**src/rtl/commit_unit_pkg.sv**
```systemverilog
`default_nettype none
// ============================================================================
// Module  : commit_unit_pkg
// Brief   : Shared widths, instruction IDs and commit classification helpers.
// Revision: 1.0
// ============================================================================
package commit_unit_pkg;

    localparam int C_INSTR_ID_WIDTH = 6;
    localparam int C_REG_IDX_WIDTH  = 5;
    localparam int C_ROB_IDX_WIDTH  = 4;
    localparam int C_LSB_IDX_WIDTH  = 4;
    localparam int C_WORD_WIDTH     = 32;
    localparam int C_ADDR_WIDTH     = 32;

    typedef enum logic [C_INSTR_ID_WIDTH-1:0] {
        ID_NOP   = 6'd0,
        ID_LUI, ID_AUIPC, ID_JAL, ID_JALR,
        ID_BEQ, ID_BNE, ID_BLT, ID_BGE, ID_BLTU, ID_BGEU,
        ID_LB, ID_LH, ID_LW, ID_LBU, ID_LHU,
        ID_SB, ID_SH, ID_SW,
        ID_ADDI, ID_SLTI, ID_SLTIU, ID_XORI, ID_ORI, ID_ANDI,
        ID_SLLI, ID_SRLI, ID_SRAI,
        ID_ADD, ID_SUB, ID_SLL, ID_SLT, ID_SLTU, ID_XOR,
        ID_SRL, ID_SRA, ID_OR, ID_AND
    } instr_id_e;

    function automatic logic is_store(input logic [C_INSTR_ID_WIDTH-1:0] id);
        return (id == ID_SB) || (id == ID_SH) || (id == ID_SW);
    endfunction

    function automatic logic is_branch(input logic [C_INSTR_ID_WIDTH-1:0] id);
        return (id >= ID_BEQ) && (id <= ID_BGEU);
    endfunction

    function automatic logic writes_rd(input logic [C_INSTR_ID_WIDTH-1:0] id);
        return !is_store(id) && !is_branch(id);
    endfunction

endpackage
`default_nettype wire

```
**src/rtl/commit_flush_fsm.sv**
```systemverilog
`default_nettype none
// ============================================================================
// Module  : commit_flush_fsm
// Brief   : RUN/FLUSH/HOLD sequencer that blocks commits after a redirect.
// Revision: 1.0
// ============================================================================
module commit_flush_fsm
    import commit_unit_pkg::*;
#(
    parameter int FLUSH_HOLD = 2
) (
    input  logic clk_in,
    input  logic rst_in,
    input  logic rdy_in,
    input  logic flush_start_in,
    output logic busy_out
);

    localparam logic [1:0] C_ST_RUN   = 2'd0;
    localparam logic [1:0] C_ST_FLUSH = 2'd1;
    localparam logic [1:0] C_ST_HOLD  = 2'd2;
    localparam logic [2:0] C_HOLD_LAST = 3'(FLUSH_HOLD - 1);

    logic [1:0] r_state;
    logic [2:0] r_hold_cnt;
    logic [1:0] w_state_nxt;
    logic [2:0] w_hold_cnt_nxt;

    always_comb begin
        w_state_nxt    = r_state;
        w_hold_cnt_nxt = r_hold_cnt;
        case (r_state)
            C_ST_RUN: begin
                if (flush_start_in) w_state_nxt = C_ST_FLUSH;
            end
            C_ST_FLUSH: begin
                w_state_nxt    = C_ST_HOLD;
                w_hold_cnt_nxt = 3'd0;
            end
            C_ST_HOLD: begin
                if (r_hold_cnt == C_HOLD_LAST) begin
                    w_state_nxt    = C_ST_RUN;
                    w_hold_cnt_nxt = 3'd0;
                end else begin
                    w_hold_cnt_nxt = r_hold_cnt + 3'd1;
                end
            end
            default: begin
                w_state_nxt    = C_ST_RUN;
                w_hold_cnt_nxt = 3'd0;
            end
        endcase
    end

    // busy is registered from the next state so it tracks r_state exactly
    always_ff @(posedge clk_in or negedge rst_in) begin
        if (!rst_in) begin
            r_state    <= C_ST_RUN;
            r_hold_cnt <= 3'd0;
            busy_out   <= 1'b0;
        end else if (rdy_in) begin
            r_state    <= w_state_nxt;
            r_hold_cnt <= w_hold_cnt_nxt;
            busy_out   <= (w_state_nxt != C_ST_RUN);
        end
    end

endmodule
`default_nettype wire

```
**src/rtl/commit_unit.sv**
```systemverilog
`default_nettype none
// ============================================================================
// Module  : commit_unit
// Brief   : Retires one ROB entry per cycle: RF write, store release, redirect.
// Revision: 1.0
// ============================================================================
module commit_unit
    import commit_unit_pkg::*;
#(
    parameter int FLUSH_HOLD = 2
) (
    input  logic                        clk_in,
    input  logic                        rst_in,
    input  logic                        rdy_in,
    input  logic                        commit_en_in,
    input  logic [C_INSTR_ID_WIDTH-1:0] instr_id_in,
    input  logic [C_REG_IDX_WIDTH-1:0]  rd_in,
    input  logic [C_ROB_IDX_WIDTH-1:0]  rob_pos_in,
    input  logic [C_LSB_IDX_WIDTH-1:0]  lsb_pos_in,
    input  logic [C_WORD_WIDTH-1:0]     res_in,
    input  logic                        jump_en_in,
    input  logic [C_ADDR_WIDTH-1:0]     jump_a_in,
    output logic                        rf_we_out,
    output logic [C_REG_IDX_WIDTH-1:0]  rf_rd_out,
    output logic [C_WORD_WIDTH-1:0]     rf_data_out,
    output logic [C_ROB_IDX_WIDTH-1:0]  rf_rob_pos_out,
    output logic                        lsb_commit_en_out,
    output logic [C_LSB_IDX_WIDTH-1:0]  lsb_commit_pos_out,
    output logic                        clear_branch_out,
    output logic                        pc_redirect_en_out,
    output logic [C_ADDR_WIDTH-1:0]     pc_redirect_a_out,
    output logic                        busy_out,
    output logic [31:0]                 retired_cnt_out,
    output logic [15:0]                 flush_cnt_out
);

    logic w_accept;
    logic w_flush_start;

    assign w_accept      = commit_en_in && rdy_in && !busy_out;
    assign w_flush_start = w_accept && jump_en_in;

    commit_flush_fsm #(
        .FLUSH_HOLD (FLUSH_HOLD)
    ) u_flush_fsm (
        .clk_in         (clk_in),
        .rst_in         (rst_in),
        .rdy_in         (rdy_in),
        .flush_start_in (w_flush_start),
        .busy_out       (busy_out)
    );

    always_ff @(posedge clk_in or negedge rst_in) begin
        if (!rst_in) begin
            rf_we_out          <= 1'b0;
            rf_rd_out          <= '0;
            rf_data_out        <= '0;
            rf_rob_pos_out     <= '0;
            lsb_commit_en_out  <= 1'b0;
            lsb_commit_pos_out <= '0;
            clear_branch_out   <= 1'b0;
            pc_redirect_en_out <= 1'b0;
            pc_redirect_a_out  <= '0;
            retired_cnt_out    <= '0;
            flush_cnt_out      <= '0;
        end else if (rdy_in) begin
            rf_we_out          <= 1'b0;
            lsb_commit_en_out  <= 1'b0;
            clear_branch_out   <= 1'b0;
            pc_redirect_en_out <= 1'b0;
            if (w_accept) begin
                retired_cnt_out <= retired_cnt_out + 32'd1;
                // x0 writes are dropped but the data fields keep their last value
                if (writes_rd(instr_id_in) && (rd_in != '0)) begin
                    rf_we_out      <= 1'b1;
                    rf_rd_out      <= rd_in;
                    rf_data_out    <= res_in;
                    rf_rob_pos_out <= rob_pos_in;
                end
                if (is_store(instr_id_in)) begin
                    lsb_commit_en_out  <= 1'b1;
                    lsb_commit_pos_out <= lsb_pos_in;
                end
                if (jump_en_in) begin
                    clear_branch_out   <= 1'b1;
                    pc_redirect_en_out <= 1'b1;
                    pc_redirect_a_out  <= jump_a_in;
                    flush_cnt_out      <= flush_cnt_out + 16'd1;
                end
            end
        end
    end

endmodule
`default_nettype wire

```
**config.mk**
```make
export PLATFORM = sky130hd
export DESIGN_NAME = commit_unit
export DESIGN_NICKNAME = d
export VERILOG_FILES = /design/src/rtl/commit_unit_pkg.sv /design/src/rtl/commit_flush_fsm.sv /design/src/rtl/commit_unit.sv
export SDC_FILE = /design/constraint.sdc
export NUM_CORES = 1
export LEC_CHECK = 0
export CORE_MARGIN = 8
export CORE_UTILIZATION = 39
export CTS_BUF_LIST = sky130_fd_sc_hd__clkbuf_4
export DETAILED_ROUTE_END_ITERATION = 7
export PLACE_DENSITY = 0.75
export SETUP_SLACK_MARGIN = 0.4
export SLEW_MARGIN = 20
export SYNTH_ARGS = -nofsm -noshare
export SYNTH_HDL_FRONTEND = slang
export SYNTH_HIERARCHICAL = 1
export SYNTH_SLANG_ARGS = --single-unit
```
**constraint.sdc**
```tcl
create_clock -name clk_in -period 1.7 [get_ports clk_in]
set_input_delay 0.34 -clock clk_in [delete_from_list [all_inputs] [get_ports clk_in]]
set_output_delay 0.34 -clock clk_in [all_outputs]
set_load 0.05 [all_outputs]
```
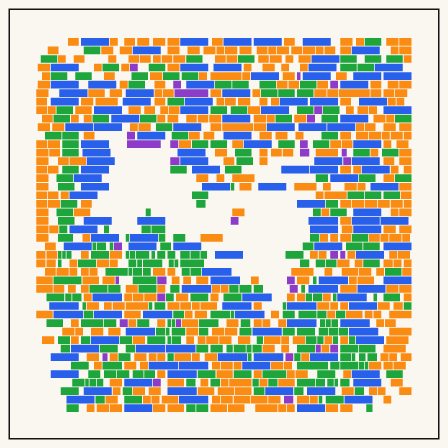
*Placement by cell class*
| class | color | cells | share of their area |
|---|---|---|---|
| other buffers and delay cells | orange | 418 | 40% |
| flops | blue | 134 | 31% |
| combinational and other logic | green | 253 | 26% |
| clock drivers and dummy loads | purple | 32 | 2.5% |

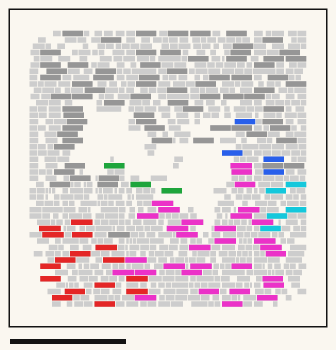
*Where the registers sit*
Scale bar: 50 um.
| netlist name | color | placed flops |
|---|---|---|
| rf_rd_out | cyan | 5 |
| rf_rob_pos_out | blue | 4 |
| retired_cnt_out | magenta | 32 |
| flush_cnt_out | red | 16 |
| u_flush_fsm/r_hold_cnt | green | 3 |

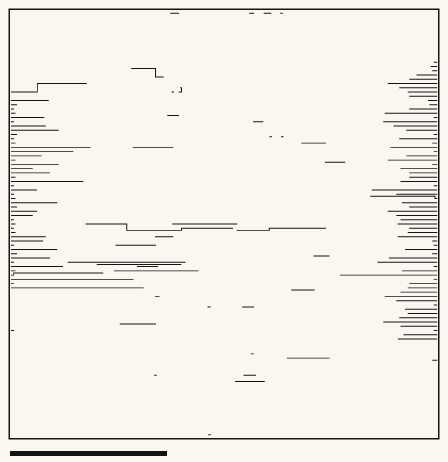
*M3 wires*
Scale bar: 50 um.
main direction: horizontal
longest straight run: 42.1 um
nets with wire on the layer: 128

==> flow report <==
=======================================================================
Post-Place Worst Slack                                       -0.7340 ns
Detailed-routed wire length on met3                             1366 um
Average cell area after synthesis                             14.24 um2
Distinct cell type count after synthesis                             50
CP delay by family, top                                    buffers and inverters
Most common cell type on the critical path                 sky130_fd_sc_hd__buf_12
Sequential group share of total power                             29.8%
Clock-cell share of area                                         2.448%
Die outline height                                             136.7 um
Largest registers                                          pc_redirect_a_out (32), retired_cnt_out (32), rf_data_out (32)
Reported sequential group power                                 5.13 mW
Post-detailed-route DRC marker count                                  0
Final critical-path setup slack                              -0.1144 ns
Area leader share                                                59.03%
Met1 layer usage reported by global route                        21.56%
Post-synthesis cell count from yosys                                399
Clock buffer count                                                   18
Net load switching power                                       7.339 mW
Reported leakage power                                         5.507 nW
Share of cells above drive strength 1                            64.87%
Worst hold start                                               rd_in[4]
Number of buffers added by the clock tree synthesis step             17
Antenna fix cells                                                     0
Maximum level of the CTS H-tree                                       4
Worst hold path type                                          in -> reg
GRT met3 Usage                                                   6.351%
Series of cell instances along the critical path           dlygate4sd2_1 > or4b_4 > a21oi_4 > nor3_2 > o31ai_4 > buf_12 > buf_12 > buf_16 > mux2_4
Remaining global-route overflow                                       0
Count of clock tree sinks                                           134
Final cell utilization of the core                               76.82%
Area growth from synthesis to layout                             94.32%
Main flop type after synthesis                             sky130_fd_sc_hd__dfrtp_1
Tally of OpenROAD warnings                                           29
DP Cell Count                                                       837
Crit-path slowest cell                                     sky130_fd_sc_hd__or4b_4
Nonclk buf count                                                    418
Highest signal layer in the routed design                          met4
Max rail drop VDD                                              1.248 mV
Flop share of the area                                           30.71%
DP Area                                                        8373 um2
Starting density of the core                                     39.53%
Violated checks                                            negative setup slack
Register area share after synthesis                              59.03%
Total setup violations reported at the end of the flow               45
Setup total negative slack                                    -2.134 ns
Status                                                     finished, violations left
Cell area after synthesis                                      5680 um2
=======================================================================
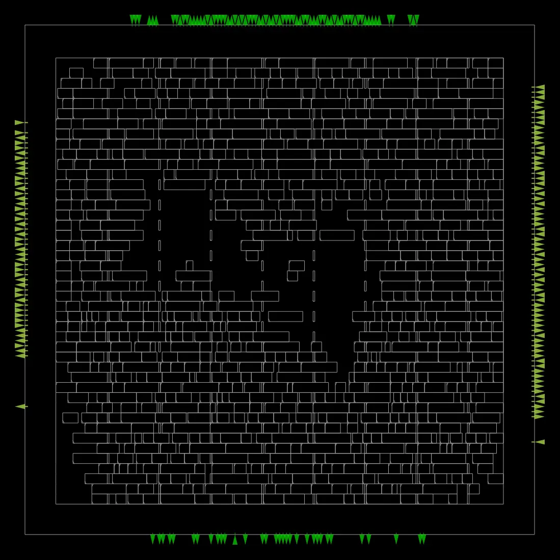
*Cell outlines without signal wires*
number of fill cells in the layout: 775
placement row count: 44

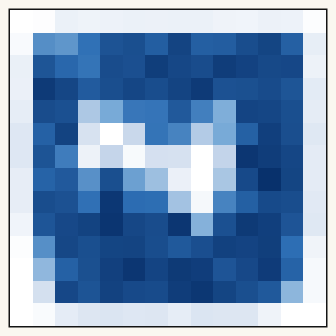
*Local utilization*
14 x 14 tiles, from white (low) to dark blue (high), 0 to 100% covered.
nearly empty tiles: 6.1%
tiles over 75% full: 53%
fullest tile: 100%
mean over tiles: 58%
emptiest ninth of the die: center

Power figures rest on the tool's default switching activity, not on a simulated workload.
